**src/rtl/cpu_types_pkg.sv**
```systemverilog
// -----------------------------------------------------------------------------
// cpu_types_pkg
//   Shared types for the memory-side glue of the CPU: the RAM handshake state,
//   the machine word, the arbiter FSM states and the latched RAM request.
//   ram_done() tells whether a RAM handshake state ends the current access.
// -----------------------------------------------------------------------------
package cpu_types_pkg;

  typedef logic [31:0] word_t;

  // RAM handshake as reported by the RAM model.
  typedef enum logic [1:0] {
    FREE   = 2'd0,
    BUSY   = 2'd1,
    ACCESS = 2'd2,
    ERROR  = 2'd3
  } ramstate_t;

  // Arbiter FSM: IDLE arbitrates, DACC/IACC own the RAM for one access.
  typedef enum logic [1:0] {
    IDLE = 2'd0,
    DACC = 2'd1,
    IACC = 2'd2
  } arb_state_t;

  // Request captured at grant time. The RAM is driven from this copy, so an
  // access runs to completion even if the requester changes its inputs.
  typedef struct packed {
    logic  ren;
    logic  wen;
    logic  atomic;
    word_t addr;
    word_t store;
  } ram_req_t;

  // ERROR terminates an access exactly like ACCESS does.
  function automatic logic ram_done(input ramstate_t s);
    return (s == ACCESS) || (s == ERROR);
  endfunction

endpackage

```
**src/rtl/mem_arbiter_link_reg.sv**
```systemverilog
// -----------------------------------------------------------------------------
// link_reg
//   LL/SC link register {valid, addr}.
//   Ports:
//     CLK, nRST     clock / synchronous active-low reset (clears valid)
//     set           load the link with set_addr and mark it valid
//     set_addr      address recorded by a completing LL
//     clr           unconditional invalidate (SC completion, pass or fail)
//     clr_on_match  invalidate only when clr_addr equals the linked address
//     clr_addr      address of a completing plain store
//     chk_addr      address an SC wants to use
//     chk_match     link valid and chk_addr equals the linked address
// -----------------------------------------------------------------------------
module link_reg
  import cpu_types_pkg::*;
(
  input  logic        CLK,
  input  logic        nRST,
  input  logic        set,
  input  logic [31:0] set_addr,
  input  logic        clr,
  input  logic        clr_on_match,
  input  logic [31:0] clr_addr,
  input  logic [31:0] chk_addr,
  output logic        chk_match
);

  logic  valid_reg;
  word_t addr_reg;

  // Set and clear come from different completions, so they never coincide;
  // set is given precedence only to keep the logic unambiguous.
  always_ff @(posedge CLK) begin
    if (!nRST) begin
      valid_reg <= 1'b0;
      addr_reg  <= '0;
    end else if (set) begin
      valid_reg <= 1'b1;
      addr_reg  <= set_addr;
    end else if (clr || (clr_on_match && (clr_addr == addr_reg))) begin
      valid_reg <= 1'b0;
    end
  end

  assign chk_match = valid_reg && (chk_addr == addr_reg);

endmodule

```
**src/rtl/mem_arbiter.sv**
```systemverilog
// -----------------------------------------------------------------------------
// mem_arbiter
//   Shares one single-ported RAM between instruction fetch (I) and data (D).
//   D has priority, but after STARVE_MAX consecutive D grants with a fetch
//   pending the fetch is forced through. Also hosts the LL/SC link register.
//   Ports:
//     CLK, nRST                clock / synchronous active-low reset
//     iREN, iaddr              instruction read request and address
//     iwait, iload             fetch not yet done / fetched word
//     dREN, dWEN, datomic      data read / write request; datomic makes them LL / SC
//     daddr, dstore            data address / write data
//     dwait, dload             data not yet done / read data (SC: 1 pass, 0 fail)
//     ramREN, ramWEN           RAM read / write enables (registered)
//     ramaddr, ramstore        RAM address / write data (registered)
//     ramload, ramstate        RAM read data / handshake state
//     memerr                   sticky: an access finished with ERROR
//   Parameter:
//     STARVE_MAX               consecutive D grants tolerated while I waits (>=1)
// -----------------------------------------------------------------------------
module mem_arbiter
  import cpu_types_pkg::*;
#(
  parameter int STARVE_MAX = 4
) (
  input  logic        CLK,
  input  logic        nRST,
  input  logic        iREN,
  input  logic [31:0] iaddr,
  output logic        iwait,
  output logic [31:0] iload,
  input  logic        dREN,
  input  logic        dWEN,
  input  logic        datomic,
  input  logic [31:0] daddr,
  input  logic [31:0] dstore,
  output logic        dwait,
  output logic [31:0] dload,
  output logic        ramREN,
  output logic        ramWEN,
  output logic [31:0] ramaddr,
  output logic [31:0] ramstore,
  input  logic [31:0] ramload,
  input  logic [1:0]  ramstate,
  output logic        memerr
);

  localparam int               CNT_W   = $clog2(STARVE_MAX + 1);
  localparam logic [CNT_W-1:0] CNT_MAX = CNT_W'(STARVE_MAX);

  // Registered state
  arb_state_t       state_reg;
  ram_req_t         req_reg;
  logic [CNT_W-1:0] starve_cnt_reg;
  logic             memerr_reg;

  // Decode
  ramstate_t ram_st;
  logic      ram_ok;
  logic      d_pend;
  logic      link_match;
  logic      sc_reject;
  logic      starved;
  logic      d_grant;
  logic      i_grant;
  logic      d_complete;
  logic      i_complete;
  logic      ddone;
  logic      idone;
  logic      link_set;
  logic      link_clr;
  logic      sw_complete;

  assign ram_st = ramstate_t'(ramstate);
  assign ram_ok = ram_done(ram_st);
  assign d_pend = dREN | dWEN;

  // An SC without a matching link is answered from IDLE without touching the
  // RAM; it does not count as a D grant and blocks any grant that cycle.
  assign sc_reject = (state_reg == IDLE) && dWEN && datomic && !link_match;

  assign starved = (starve_cnt_reg >= CNT_MAX);
  assign d_grant = (state_reg == IDLE) && d_pend && !sc_reject && (!starved || !iREN);
  assign i_grant = (state_reg == IDLE) && iREN && !sc_reject && !d_grant;

  assign d_complete = (state_reg == DACC) && ram_ok;
  assign i_complete = (state_reg == IACC) && ram_ok;

  assign ddone = d_complete | sc_reject;
  assign idone = i_complete;

  // Requester-facing outputs are combinational so completion is seen in the
  // same cycle the RAM reports it.
  assign iwait = iREN & ~idone;
  assign dwait = d_pend & ~ddone;
  assign iload = ramload;

  always_comb begin
    dload = ramload;
    if (sc_reject) begin
      dload = 32'd0;
    end else if (d_complete && req_reg.atomic && req_reg.wen) begin
      dload = 32'd1;
    end
  end

  // Link updates use the latched request so they follow what the RAM did.
  assign sw_complete = d_complete && req_reg.wen && !req_reg.atomic;
  assign link_set    = d_complete && req_reg.ren && req_reg.atomic;
  assign link_clr    = sc_reject || (d_complete && req_reg.wen && req_reg.atomic);

  link_reg u_link_reg (
    .CLK          (CLK),
    .nRST         (nRST),
    .set          (link_set),
    .set_addr     (req_reg.addr),
    .clr          (link_clr),
    .clr_on_match (sw_complete),
    .clr_addr     (req_reg.addr),
    .chk_addr     (daddr),
    .chk_match    (link_match)
  );

  // RAM side is driven straight from the latched request; the enables are
  // cleared on completion, so they are always low in IDLE.
  assign ramREN   = req_reg.ren;
  assign ramWEN   = req_reg.wen;
  assign ramaddr  = req_reg.addr;
  assign ramstore = req_reg.store;
  assign memerr   = memerr_reg;

  always_ff @(posedge CLK) begin
    if (!nRST) begin
      state_reg      <= IDLE;
      req_reg        <= '0;
      starve_cnt_reg <= '0;
      memerr_reg     <= 1'b0;
    end else begin
      unique case (state_reg)
        IDLE: begin
          if (d_grant) begin
            state_reg      <= DACC;
            req_reg.ren    <= dREN;
            req_reg.wen    <= dWEN;
            req_reg.atomic <= datomic;
            req_reg.addr   <= daddr;
            req_reg.store  <= dstore;
          end else if (i_grant) begin
            state_reg      <= IACC;
            req_reg.ren    <= 1'b1;
            req_reg.wen    <= 1'b0;
            req_reg.atomic <= 1'b0;
            req_reg.addr   <= iaddr;
          end

          // Count D grants that overtake a waiting fetch; saturating.
          if (!iREN || i_grant) begin
            starve_cnt_reg <= '0;
          end else if (d_grant && !starved) begin
            starve_cnt_reg <= starve_cnt_reg + 1'b1;
          end
        end

        DACC, IACC: begin
          // Always return through IDLE, giving one bubble cycle per access.
          if (ram_ok) begin
            state_reg   <= IDLE;
            req_reg.ren <= 1'b0;
            req_reg.wen <= 1'b0;
          end
        end

        default: begin
          state_reg   <= IDLE;
          req_reg.ren <= 1'b0;
          req_reg.wen <= 1'b0;
        end
      endcase

      if ((d_complete || i_complete) && (ram_st == ERROR)) begin
        memerr_reg <= 1'b1;
      end
    end
  end

endmodule

```
**config.mk**
```make
export PLATFORM = sky130hd
export DESIGN_NAME = mem_arbiter
export DESIGN_NICKNAME = d
export VERILOG_FILES = /design/src/rtl/cpu_types_pkg.sv /design/src/rtl/mem_arbiter_link_reg.sv /design/src/rtl/mem_arbiter.sv
export SDC_FILE = /design/constraint.sdc
export NUM_CORES = 1
export LEC_CHECK = 0
export CAP_MARGIN = 20
export CORE_MARGIN = 4
export CORE_UTILIZATION = 42
export DETAILED_ROUTE_END_ITERATION = 8
export PLACE_DENSITY_LB_ADDON = 0.2
export SETUP_SLACK_MARGIN = 0.02
export SLEW_MARGIN = 0
export SYNTH_ARGS = -nofsm -noshare
export SYNTH_HDL_FRONTEND = slang
export SYNTH_SLANG_ARGS = --single-unit
```
**constraint.sdc**
```tcl
create_clock -name CLK -period 2.7 [get_ports CLK]
set_clock_uncertainty 0.05 [all_clocks]
set_input_delay 0.27 -clock CLK [delete_from_list [all_inputs] [get_ports CLK]]
set_output_delay 0.27 -clock CLK [all_outputs]
set_load 0.05 [all_outputs]
```
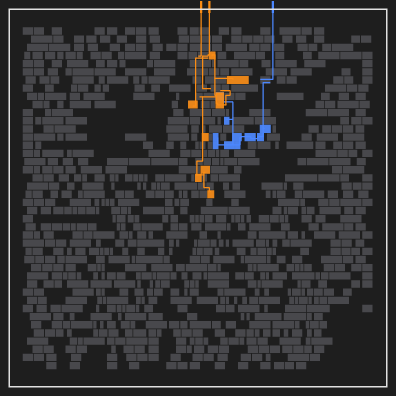
**Above:** run 1 (port wiring).
(3 px per um)
Key: ramstate = orange [direction input, edge north, end cells 9, buffers 3, wire 153 um]; iREN = blue [direction input, edge north, end cells 10, buffers 1, wire 92.5 um]

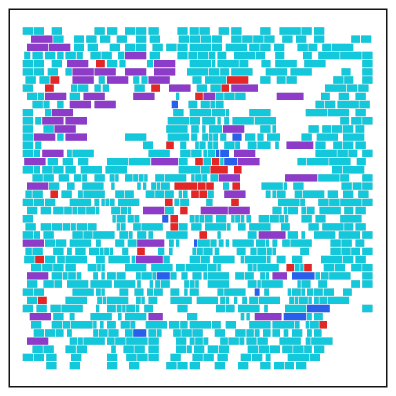
**Above:** run 1 (cell sizes after repair).
(3 px per um)
Key: drive 3 to 4 = red [cells 31, share 3.8%]; drive 6 and up = purple [cells 52, share 6.3%]; drive 2 = blue [cells 13, share 1.6%]; drive 1 or less = cyan [cells 727, share 88%]

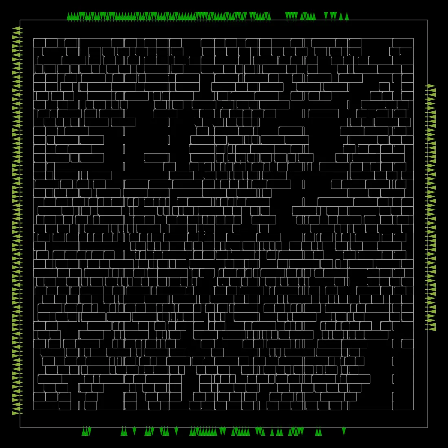
**Above:** run 1 (cell outlines without signal wires).
# Taps: 176
core area: 0.0133 sq mm

[run 1: area by class of cell]
cell class	count	area, sq um	share of cell area (%)
well taps	176	220	2.52
inverters	9	33.8	0.387
multi-input cells	399	2770	31.7
flip-flops and latches	106	2130	24.3
repair buffers	293	3270	37.4
clock buffers	11	253	2.89
clock inverters	5	61.3	0.702
[run 1: power breakdown]
group / internal [mW] / switching, mW
Clock: 0.775 / 0.584
Combinational: 1.04 / 1.51
Sequential: 1.74 / 0.175
[run 1: cell families after synthesis]
family	synth area share, %
xor+xnor	9.24
mux	5.54
simple gates	12.4
flops	36.7
compound gates	18.7
fa+ha+maj	1.08
buf+inv	16.3
[run 1: layer usage]
metal / global-route usage (%) / vias up
met2: 38.9 / 264
li1: - / 2504
met5: 0 / -
met3: 5.71 / 35
met4: 8.04 / 0
met1: 27.9 / 2506
==> flow_summary.json, run 1 <==
{
  "cp.depth": 9,
  "die_h_um": 125,
  "yosys-top-cells-count": "sky130_fd_sc_hd__dfxtp_1, sky130_fd_sc_hd__buf_4, sky130_fd_sc_hd__nand2_1, sky130_fd_sc_hd__a21oi_1",
  "period_needed_ps": 2740,
  "initial_utilization_pct": 43.3,
  "clockRootBuffer": "sky130_fd_sc_hd__clkbuf_16",
  "cpPeakStageDelay_ps": 330,
  "place_congestion": 0.890,
  "cts.hold.buffers_added": 0,
  "n_fill_cell": 1049,
  "setup_repair_after_global_routing_missed_its_margin": "yes",
  "dieArea_sq_mm": 0.0157,
  "ys_flops": 106,
  "finalHoldViolCount": 0,
  "path_clk_slew_ps": 70,
  "post_synth_inst_count": 651,
  "drcViolationCount": 0,
  "cts.htree.levels": 3,
  "timing.hold.ws_ps": 389,
  "final_cell_mix": "sky130_fd_sc_hd__clkdlybuf4s50_1, sky130_fd_sc_hd__dfxtp_1, sky130_fd_sc_hd__nand2_1, sky130_fd_sc_hd__a21oi_1, sky130_fd_sc_hd__buf_12",
  "async_reset_ff_share_pct": 0,
  "area_delta_synth_final_pct": 51.0,
  "finalMaxSlewViolations": 0,
  "netlist.top_cell.by_area": "sky130_fd_sc_hd__dfxtp_1",
  "floorplan.die.width_um": 125,
  "numCtsBuffers": 9,
  "first_pass_grt_wire_length_mm": 29.0,
  "yosys-top-cells-area": "sky130_fd_sc_hd__dfxtp_1, sky130_fd_sc_hd__buf_4, sky130_fd_sc_hd__a21oi_1",
  "yosysWarnings": 0,
  "achievable-frequency_mhz": 365,
  "wl_met1_mm": 7.50,
  "dpl_cell_area_sq_mm": 0.00836,
  "grt_start_max_net_pins": 65,
  "numnets_final": 959,
  "numPlacedInstances": 981,
  "warning_count": 32,
  "mappedNetlistArea_sq_mm": 0.00578,
  "clk-insertion-delay-late_ps": 350,
  "data_required_time_of_the_critical_path_ps": 2380,
  "setup.worst_path.end_class": "primary output",
  "path_buffers": 3,
  "route.detailed.vias_per_inst": 5.31,
  "post_synth_tally_of_flip_flops_with_integrated_enable": 0,
  "drt.antenna.violating_nets": 0,
  "globalRouteOverflowTotal": 0,
  "synth.yosys.chip_area_sq_mm": 0.00578,
  "drv_cap": 0,
  "met3WireLength_mm": 1.42,
  "antenna_found_initial": 0,
  "report.power.total_mw": 5.82,
  "buffers_inserted_by_post_cts_timing_repair": 3,
  "drt_wl_total_mm": 18.6,
  "ioPinCount": 269,
  "design_area_sq_mm": 0.00873,
  "drive_above_1_share_pct": 11.7,
  "first_global_vias": 5546,
  "top_layer_used": "met4",
  "n_antenna_cell": 0,
  "io_buffers": 268,
  "arrival_ps": 2420,
  "r2r-start": "u_link_reg.addr_reg[9]",
  "critPathTopFamily": "simple AND/OR/NAND/NOR gates",
  "areal_power_density_over_the_cells_mw_per_mm2": 667,
  "status": "finished, violations left",
  "cts.repair.resized": 16,
  "timing.slew.headroom_pct": 52.2,
  "avgSynthCellArea_sq_um": 8.88,
  "min_delay_worst_endpoint": "ramaddr[9]",
  "fin_setup_tns_ps": -773,
  "worstSetupStartpointType": "register",
  "drtPass1Iterations": 5,
  "synth-main-ff-cell": "sky130_fd_sc_hd__dfxtp_1",
  "tritoncts_num_sinks": 106,
  "yosys_cells": 651,
  "hold_path.class": "input pin to register",
  "hold-path-cell-count": 3,
  "worst_path_most_repeated_cell": "sky130_fd_sc_hd__buf_12",
  "met2_wirelength_mm": 9.08,
  "setup.worst_path.class": "register to primary output",
  "syn_nets": 792,
  "p_leak_nw": 3.29,
  "cell_with_the_largest_stage_delay_on_the_worst_path": "sky130_fd_sc_hd__dfxtp_2",
  "crit_path_end": "dload[24]",
  "cts_tree": "done",
  "failed_checks": "setup timing",
  "finalClockPeriodUsage_pct": 101,
  "max_fo_critical_path": 32,
  "startpoint": "u_link_reg.addr_reg[9]",
  "placement_rows": 42,
  "rr_endpoint": "ramaddr[12]",
  "synth.yosys.seq_area_share_pct": 36.7,
  "synthDominantCellAreaShare_pct": 36.7,
  "layout.cells.most_common": "sky130_fd_sc_hd__clkdlybuf4s50_1",
  "layout.cells.non_filler": 999,
  "dp_slack_ps": -161,
  "final_util_pct": 65.4,
  "timing.hold.worst.start": "daddr[9]",
  "first_iter_violations": 362,
  "setup_viol_count_final": 27,
  "reg2reg_setup_slack_ps": 310,
  "clockBufferDepth": 2,
  "wl_per_cell_um": 18.6,
  "final.setup.worst_slack_ps": -38.3,
  "grt_util_all_layers_pct": 22.8,
  "via_count": 5309,
  "worst_pin_slew_ps": 717,
  "ff2ff_path_depth": 9,
  "ys_types": 42,
  "place.detailed.hpwl_mm": 14.3,
  "worstPathCellList": "xor2_1 -> nor4_1 -> buf_4 -> nand4_1 -> o31a_1 -> nor2_2 -> buf_12 -> and2_1 -> buf_12",
  "irDropWorstVdd_v": 0.000317,
  "most_common_cell": "sky130_fd_sc_hd__dfxtp_1"
}
**Run 1: met1 routing**

(4 px per um) Supply wires on this layer in grey.
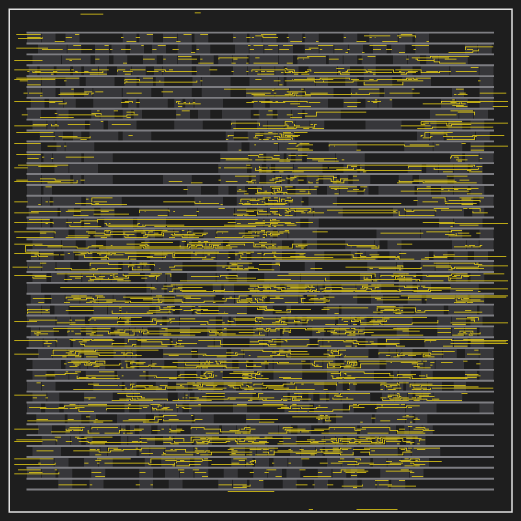

==> run 1 -> run 2 <==
--- a/config.mk
+++ b/config.mk
@@ -7,7 +7,8 @@
 export LEC_CHECK = 0
 export CAP_MARGIN = 20
 export CORE_MARGIN = 4
-export CORE_UTILIZATION = 42
+export CORE_UTILIZATION = 43
+export CTS_BUF_LIST = sky130_fd_sc_hd__clkbuf_8
 export DETAILED_ROUTE_END_ITERATION = 8
 export PLACE_DENSITY_LB_ADDON = 0.2
 export SETUP_SLACK_MARGIN = 0.02
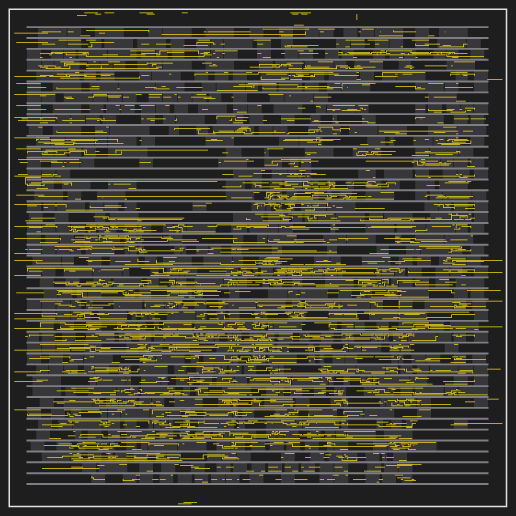
**Above:** run 2 (met1 routing).
(4 px per um) Supply wires on this layer in grey.
The wires run mostly horizontal. The layer holds 40% of the routed length. 848 nets have wire on it. The longest straight run is 43.7 um.
Post-Route WL: 18.7 mm
met1 track demand over resource in global routing: 29.1%
number of vias after detailed routing: 5246

==> run 2 against run 1 <==
The flow still finishes with violations (setup timing). Synthesized cell count stayed put. First-iteration DRC count decreased by 20%. Maximum frequency decreased by 4.2%. Combinational power increased by 2%. Die area decreased by 2.2%. Non-clock buffer count grew 6. Synthesized area did not move. Global-route usage increased by 0.73 points. Design area increased by 0.76%. Final cell count rose by 0.60%. Flip-flop count unchanged. Register-to-register slack is essentially flat. Largest cell class unchanged. Largest power group unchanged. Highest routed layer unchanged.
==> flow_summary.json, run 2 <==
{
  "warning_count": 32,
  "async_reset_ff_share_pct": 0,
  "worstSetupStartpointType": "input pin",
  "placement_rows": 42,
  "intPower_mw": 3.19,
  "numCtsBuffers": 9,
  "clk-insertion-delay-late_ps": 390,
  "setup.worst_path.end_class": "primary output",
  "drive_above_1_share_pct": 15.4,
  "met3WireLength_mm": 1.53,
  "critPathTopFamily": "buffers and inverters",
  "final.setup.worst_slack_ps": -158,
  "ioPinCount": 269,
  "p_sw_mw": 2.30,
  "dp_slack_ps": -205,
  "status": "finished, violations left",
  "met2_wirelength_mm": 9.48,
  "timing.hold.ws_ps": 421,
  "power_switching_share_pct": 41.9,
  "first_iter_violations": 288,
  "synth-main-ff-cell": "sky130_fd_sc_hd__dfxtp_1",
  "share_seq_of_total_power_pct": 34.9,
  "most_common_cell": "sky130_fd_sc_hd__dfxtp_1",
  "fraction_of_power_consumed_by_the_clock_network_pct": 17.6,
  "final_util_pct": 66.7,
  "top_layer_used": "met4",
  "gr_layer_usage_met3_pct": 6.31,
  "yosys_cells": 651,
  "ff2ff_path_depth": 9,
  "path_clk_slew_ps": 110,
  "yosys-top-cells-area": "sky130_fd_sc_hd__dfxtp_1, sky130_fd_sc_hd__buf_4, sky130_fd_sc_hd__a21oi_1",
  "n_fill_cell": 1028,
  "drt.antenna.violating_nets": 0,
  "die_h_um": 124,
  "combinationalPowerShare_pct": 47.5,
  "sequential_area_sq_mm": 0.00212,
  "syn_nets": 792,
  "worstPathCellList": "clkdlybuf4s50_1 -> xor2_1 -> nor4_2 -> buf_4 -> nand4_1 -> o31a_1 -> nor2_4 -> buf_12 -> clkbuf_16 -> and2_4 -> buf_12",
  "synth.yosys.seq_area_share_pct": 36.7,
  "post_synth_inst_count": 651,
  "core_area_sq_mm": 0.0132,
  "achievable-frequency_mhz": 350,
  "floorplan.die.width_um": 124,
  "cts_tree": "done",
  "arrival_ps": 2540,
  "tritoncts_num_sinks": 106,
  "dieArea_sq_mm": 0.0154,
  "ys_types": 42,
  "finalHoldViolCount": 0,
  "cts.hold.buffers_added": 0,
  "final-comb-area_sq_mm": 0.00286,
  "io_buffers": 268,
  "cpPeakStageDelay_ps": 450,
  "layout.cells.non_filler": 1005,
  "cts.repair.resized": 43,
  "place.detailed.hpwl_mm": 14.2,
  "timing.slew.headroom_pct": 61.3,
  "clockBufferDepth": 2,
  "hold_path.class": "input pin to register",
  "finalClockPeriodUsage_pct": 106,
  "seq-power_mw": 1.92,
  "worst_path_most_repeated_cell": "sky130_fd_sc_hd__buf_12",
  "setup_viol_count_final": 32,
  "powerComb_mw": 2.60,
  "hold-path-cell-count": 2,
  "first_global_vias": 5361,
  "failed_checks": "setup timing",
  "cell_with_the_largest_stage_delay_on_the_worst_path": "sky130_fd_sc_hd__clkdlybuf4s50_1",
  "synth.yosys.chip_area_sq_mm": 0.00578,
  "mappedNetlistArea_sq_mm": 0.00578,
  "route.detailed.vias_per_inst": 5.22
}
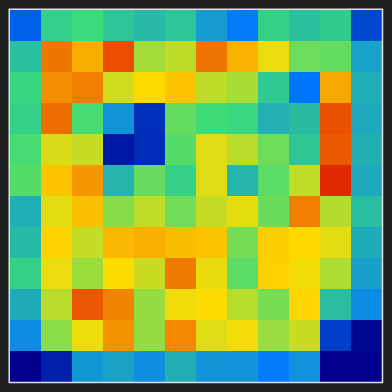
**Above:** run 2 (local utilization).
(3 px per um) 12 x 12 tiles, from dark blue (low) to red (high), 0 to 100% covered.
The emptiest ninth of the die: south-east. The mean over all tiles is 56%. 22% of the tiles are over 75% full.

[run 2: cell counts after synthesis]
No cell type changed its count.
[run 2: worst paths after layout]
check,startpoint,endpoint
setup / recovery,daddr[7],dload[5]
hold reg to reg,memerr,memerr
hold / removal,dstore[10],ramstore[10]
setup reg to reg,u_link_reg.addr_reg[7],ramstore[26]
[run 2: logic make-up after synthesis]
group                    synth area share (%)
XOR/XNOR                                 9.24
AND-OR/OR-AND                            18.7
flip-flops                               36.7
adder cells (fa/ha/maj)                  1.08
AND/OR/NAND/NOR                          12.4
multiplexers                             5.54
buffers and inverters                    16.3
[run 2: layout make-up]
class / instances / area share (%)
clock buffer: 9 / 1.41
clock inverter: 7 / 0.711
inverter: 9 / 0.384
multi-input combinational: 399 / 32.4
sequential: 106 / 24.1
tap: 176 / 2.50
timing repair buffer: 299 / 38.4
Power figures rest on the tool's default switching activity, not on a simulated workload.
